Where the registers sit:
Scale: 6 px per um. Other sequential cells in the stronger grey, the rest of the logic in the fainter grey.
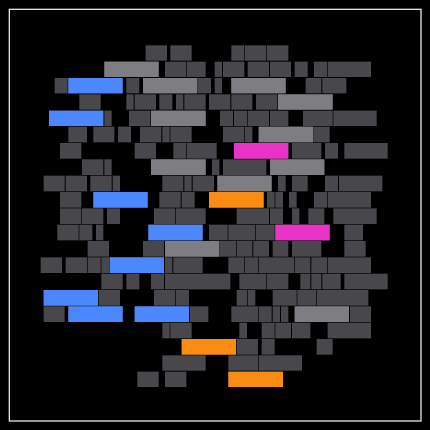
Clock distribution:
Scale: 4 px per um.
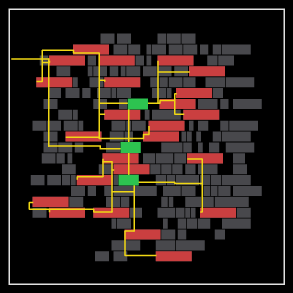
Routing congestion map:
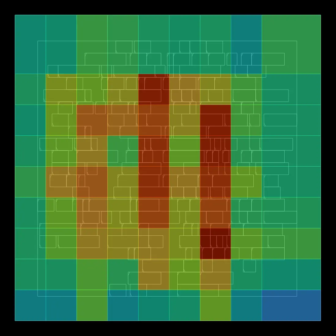
A small window of the routed layout:
Region (41, 7) to (61, 27) um. Cells in grey, sequential cells in the stronger grey; small squares are vias.
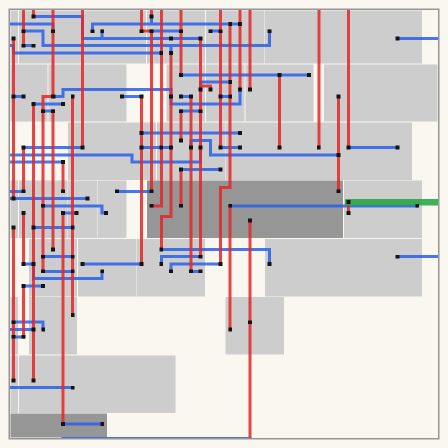
Signal wires by layer:
Scale: 6 px per um.
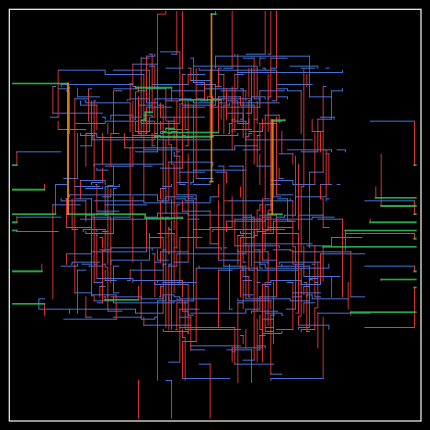
<file path="src/rtl/serial_cmp_pkg.sv">
// Shared types for the bit-serial magnitude comparator controller:
// FSM states, compare result encoding and a flag sanity helper.
package serial_cmp_pkg;

  typedef enum logic [1:0] {IDLE, SHIFT, DONE} scmp_state_t;

  typedef enum logic [1:0] {RES_NONE, RES_LT, RES_GT, RES_EQ} scmp_res_t;

  localparam int DEFAULT_WIDTH = 8;

  // The 1-bit comparator must assert exactly one of its three flags.
  function automatic logic flags_onehot(input logic lt, input logic gt, input logic eq);
    return ({lt, gt, eq} == 3'b100) ||
           ({lt, gt, eq} == 3'b010) ||
           ({lt, gt, eq} == 3'b001);
  endfunction

endpackage

</file>
<file path="src/rtl/serial_compare_ctrl.sv">
// Bit-serial magnitude comparator controller: streams two operands MSB-first
// into an external 1-bit compare stage and stops at the first differing bit.
module serial_compare_ctrl
  import serial_cmp_pkg::*;
#(
  parameter int WIDTH = DEFAULT_WIDTH
) (
  input  logic             clk,
  input  logic             rst_n,
  input  logic             start,
  input  logic [WIDTH-1:0] op_a,
  input  logic [WIDTH-1:0] op_b,
  output logic             busy,
  output logic             done,
  output logic             a_lt_b,
  output logic             a_gt_b,
  output logic             a_eq_b,
  output logic             err,
  output logic             cmp_a,
  output logic             cmp_b,
  output logic             cmp_en,
  input  logic             cmp_lt,
  input  logic             cmp_gt,
  input  logic             cmp_eq
);

  localparam int            CW       = $clog2(WIDTH);
  localparam logic [CW-1:0] CNT_LOAD = CW'(WIDTH - 1);

  scmp_state_t      r_state;
  scmp_res_t        r_res;
  logic [WIDTH-1:0] r_sa;
  logic [WIDTH-1:0] r_sb;
  logic [CW-1:0]    r_cnt;
  logic             r_err;

  logic w_accept;
  logic w_flags_ok;

  // A new request may land in DONE as well, giving back-to-back compares.
  assign w_accept   = start && ((r_state == IDLE) || (r_state == DONE));
  assign w_flags_ok = flags_onehot(cmp_lt, cmp_gt, cmp_eq);

  // NOTE: sequential state uses non-blocking assignments so every register
  // samples pre-edge values regardless of statement order.
  always_ff @(posedge clk or negedge rst_n) begin
    if (!rst_n) begin
      r_state <= IDLE;
      r_res   <= RES_NONE;
      r_sa    <= '0;
      r_sb    <= '0;
      r_cnt   <= '0;
      r_err   <= 1'b0;
    end else if (w_accept) begin
      r_state <= SHIFT;
      r_sa    <= op_a;
      r_sb    <= op_b;
      r_cnt   <= CNT_LOAD;
      r_res   <= RES_NONE;
      r_err   <= 1'b0;
    end else begin
      case (r_state)
        SHIFT: begin
          if (!w_flags_ok) begin
            // Untrustworthy flags: terminate with a defined one-hot result.
            r_err   <= 1'b1;
            r_res   <= RES_EQ;
            r_state <= DONE;
          end else if (cmp_lt) begin
            r_res   <= RES_LT;
            r_state <= DONE;
          end else if (cmp_gt) begin
            r_res   <= RES_GT;
            r_state <= DONE;
          end else if (r_cnt == '0) begin
            r_res   <= RES_EQ;
            r_state <= DONE;
          end else begin
            r_sa  <= {r_sa[WIDTH-2:0], 1'b0};
            r_sb  <= {r_sb[WIDTH-2:0], 1'b0};
            r_cnt <= r_cnt - 1'b1;
          end
        end
        DONE:    r_state <= IDLE;
        default: r_state <= IDLE;
      endcase
    end
  end

  // NOTE: every output of this block gets a default first so no latch is inferred.
  always_comb begin
    cmp_en = 1'b0;
    cmp_a  = 1'b0;
    cmp_b  = 1'b0;
    if (r_state == SHIFT) begin
      cmp_en = 1'b1;
      cmp_a  = r_sa[WIDTH-1];
      cmp_b  = r_sb[WIDTH-1];
    end
  end

  assign busy   = (r_state == SHIFT);
  assign done   = (r_state == DONE);
  assign a_lt_b = (r_res == RES_LT);
  assign a_gt_b = (r_res == RES_GT);
  assign a_eq_b = (r_res == RES_EQ);
  assign err    = r_err;

endmodule

</file>
<file path="config.mk">
export PLATFORM = sky130hd
export DESIGN_NAME = serial_compare_ctrl
export DESIGN_NICKNAME = d
export VERILOG_FILES = /design/src/rtl/serial_cmp_pkg.sv /design/src/rtl/serial_compare_ctrl.sv
export SDC_FILE = /design/constraint.sdc
export NUM_CORES = 1
export LEC_CHECK = 0
export CAP_MARGIN = 10
export CORE_MARGIN = 5
export CORE_UTILIZATION = 40
export CTS_BUF_LIST = sky130_fd_sc_hd__clkbuf_8
export DETAILED_ROUTE_END_ITERATION = 7
export GPL_ROUTABILITY_DRIVEN = 0
export PLACE_DENSITY = 0.69
export SETUP_SLACK_MARGIN = 0.1
export SYNTH_ARGS = -nofsm -noshare
export SYNTH_HDL_FRONTEND = slang
export SYNTH_SLANG_ARGS = --single-unit
</file>
<file path="constraint.sdc">
create_clock -name clk -period 1.7 [get_ports clk]
set_input_delay 0.34 -clock clk [delete_from_list [all_inputs] [get_ports clk]]
set_output_delay 0.34 -clock clk [all_outputs]
set_load 0.1 [all_outputs]
</file>
==> impl_metrics.env <==
# yosys + openroad results
export IMPL_path_max_fanout=4
export IMPL_wirelength_um=3590
export IMPL_status="finished clean"
export IMPL_relSlewSlack_pct=79.1
export IMPL_yosys_warnings=0
export IMPL_fp_dieArea_um2=4670
export IMPL_hold_buffers=0
export IMPL_antenna_found_initial=0
export IMPL_diodes=0
export IMPL_postSynthAreaPerCell_um2=9.95
export IMPL_ys_sh_mux_pct=0.735
export IMPL_routed_top_layer="met4"
export IMPL_clk_latency_ps=270
export IMPL_cts_sinks=24
export IMPL_avgViaCountPerCell=5.47
export IMPL_period_needed_ps=1670
export IMPL_rsz0062_at_grt="true"
export IMPL_final_cell_mix="24 x dfrtp_1, 19 x clkdlybuf4s50_1, 18 x and2_1, 17 x nand2_1"
export IMPL_crit_required_ps=1360
export IMPL_enable_flop_cells=0
export IMPL_cts_tree="yes"
export IMPL_synthTopCellsByArea="dfrtp_1 44%, a221o_1 10%, and2_1 9.2%"
export IMPL_start_kind="flop"
export IMPL_setup_violations=0
export IMPL_design_area_um2=2080
export IMPL_logic_family="simple AND/OR/NAND/NOR gates"
export IMPL_syn_num_nets=161
export IMPL_cp_endpoint="cmp_b"
export IMPL_die_h_um=68.4
export IMPL_ant_nets=0
export IMPL_common_cells="24 x dfrtp_1, 20 x and2_1, 17 x nand2_1"
export IMPL_fin_setup_tns_ps=0
export IMPL_hold_viol=0
export IMPL_tightest_slew_ps=313
export IMPL_adder_share_pct=1.84
export IMPL_routed_wl_met2_um=1860
export IMPL_hp_class="in -> async"
export IMPL_detailed_place_area_um2=1930
export IMPL_worstSetupStartpoint="r_state[1]$_DFFE_PN0P_"
export IMPL_layout_top_cell="dfrtp_1"
export IMPL_cpPeakStageDelay_ps=420
export IMPL_io_pins=31
export IMPL_h_tree_depth=1
export IMPL_grt_pass1_vias=1370
export IMPL_top_cell_area_share_pct=44.1
export IMPL_ys_area_um2=1360
export IMPL_stdcell_count=223
export IMPL_irDropWorstVdd_uv=556
export IMPL_yosysTopAreaCell="dfrtp_1"
export IMPL_cts_root_buf="clkbuf_8"
export IMPL_worstPathArrival_ps=1330
export IMPL_drive_gt1_share_pct=31.1
export IMPL_ys_ff=24
export IMPL_post_route_period_util_pct=98.1
export IMPL_cts_made_buffers=3
export IMPL_final_nets=202
export IMPL_cp_top_family="flip-flops"
export IMPL_powerDensity_nw_per_um2=941
export IMPL_netlist_area_um2=1360
export IMPL_path_class="reg -> out"
export IMPL_cap_viol_max_count=0
export IMPL_critPathBufInv=2
export IMPL_timing_final_max_slew_violations=0
export IMPL_ys_async_sr_fraction_pct=100
export IMPL_fill_cells=280
About 'where the registers sit':
Key: orange = r_cnt [placed flops 3]; blue = r_sa [placed flops 8]; magenta = r_res [placed flops 2]
Another 11 sequential cells are not coloured.

About 'clock distribution':
Key: green = cells driving clock nets [count 3]; red = flip-flops [count 24]; yellow = clock wires [length 315 um]
There are 4 routed clock nets.
Final Skew: 2.78 ps
Clock group: 507 uW

About 'routing congestion map':
Util after Layout: 62.9%
global routing's busiest layer: met2
met1 Use GR: 19.7%

About 'a small window of the routed layout':
Key: green = met3; red = met2; blue = met1
Most frequent: buf_12 (4), buf_4 (4). Sequential cells in the window: 1. Netlist names of flops here include err (1). 24 logic cells have their middle in the window.

About 'signal wires by layer':
Key: orange = met4 [wire length 65.3 um]; red = met2 [wire length 1860 um]; green = met3 [wire length 165 um]; blue = met1 [wire length 1500 um]
routed len/inst: 16.1 um
routed via count: 1220

-- report_power, final --
part	total [uW]	internal, uW	switching, uW
Sequential	707	655	51.5
Combinational	747	333	414
Clock	507	315	192
Total	1960	1300	658
-- what timing repair did --
item / 4_1_cts / 5_1_grt
pin swaps: 4 / 1
setup endpoints to repair: 20 / 20
setup buffers: 2 / 0
resized: 9 / 9
-- cell type report --
| type | instances | area [um^2] | share of cell area, % |
|---|---|---|---|
| clock buffers | 3 | 41.3 | 1.98 |
| clock inverters | 1 | 30.0 | 1.44 |
| inverters | 6 | 22.5 | 1.08 |
| multi-input cells | 95 | 756 | 36.3 |
| flip-flops and latches | 24 | 601 | 28.8 |
| well taps | 46 | 57.6 | 2.76 |
| repair buffers | 48 | 576 | 27.6 |
Power is estimated from default activity; no workload was simulated.
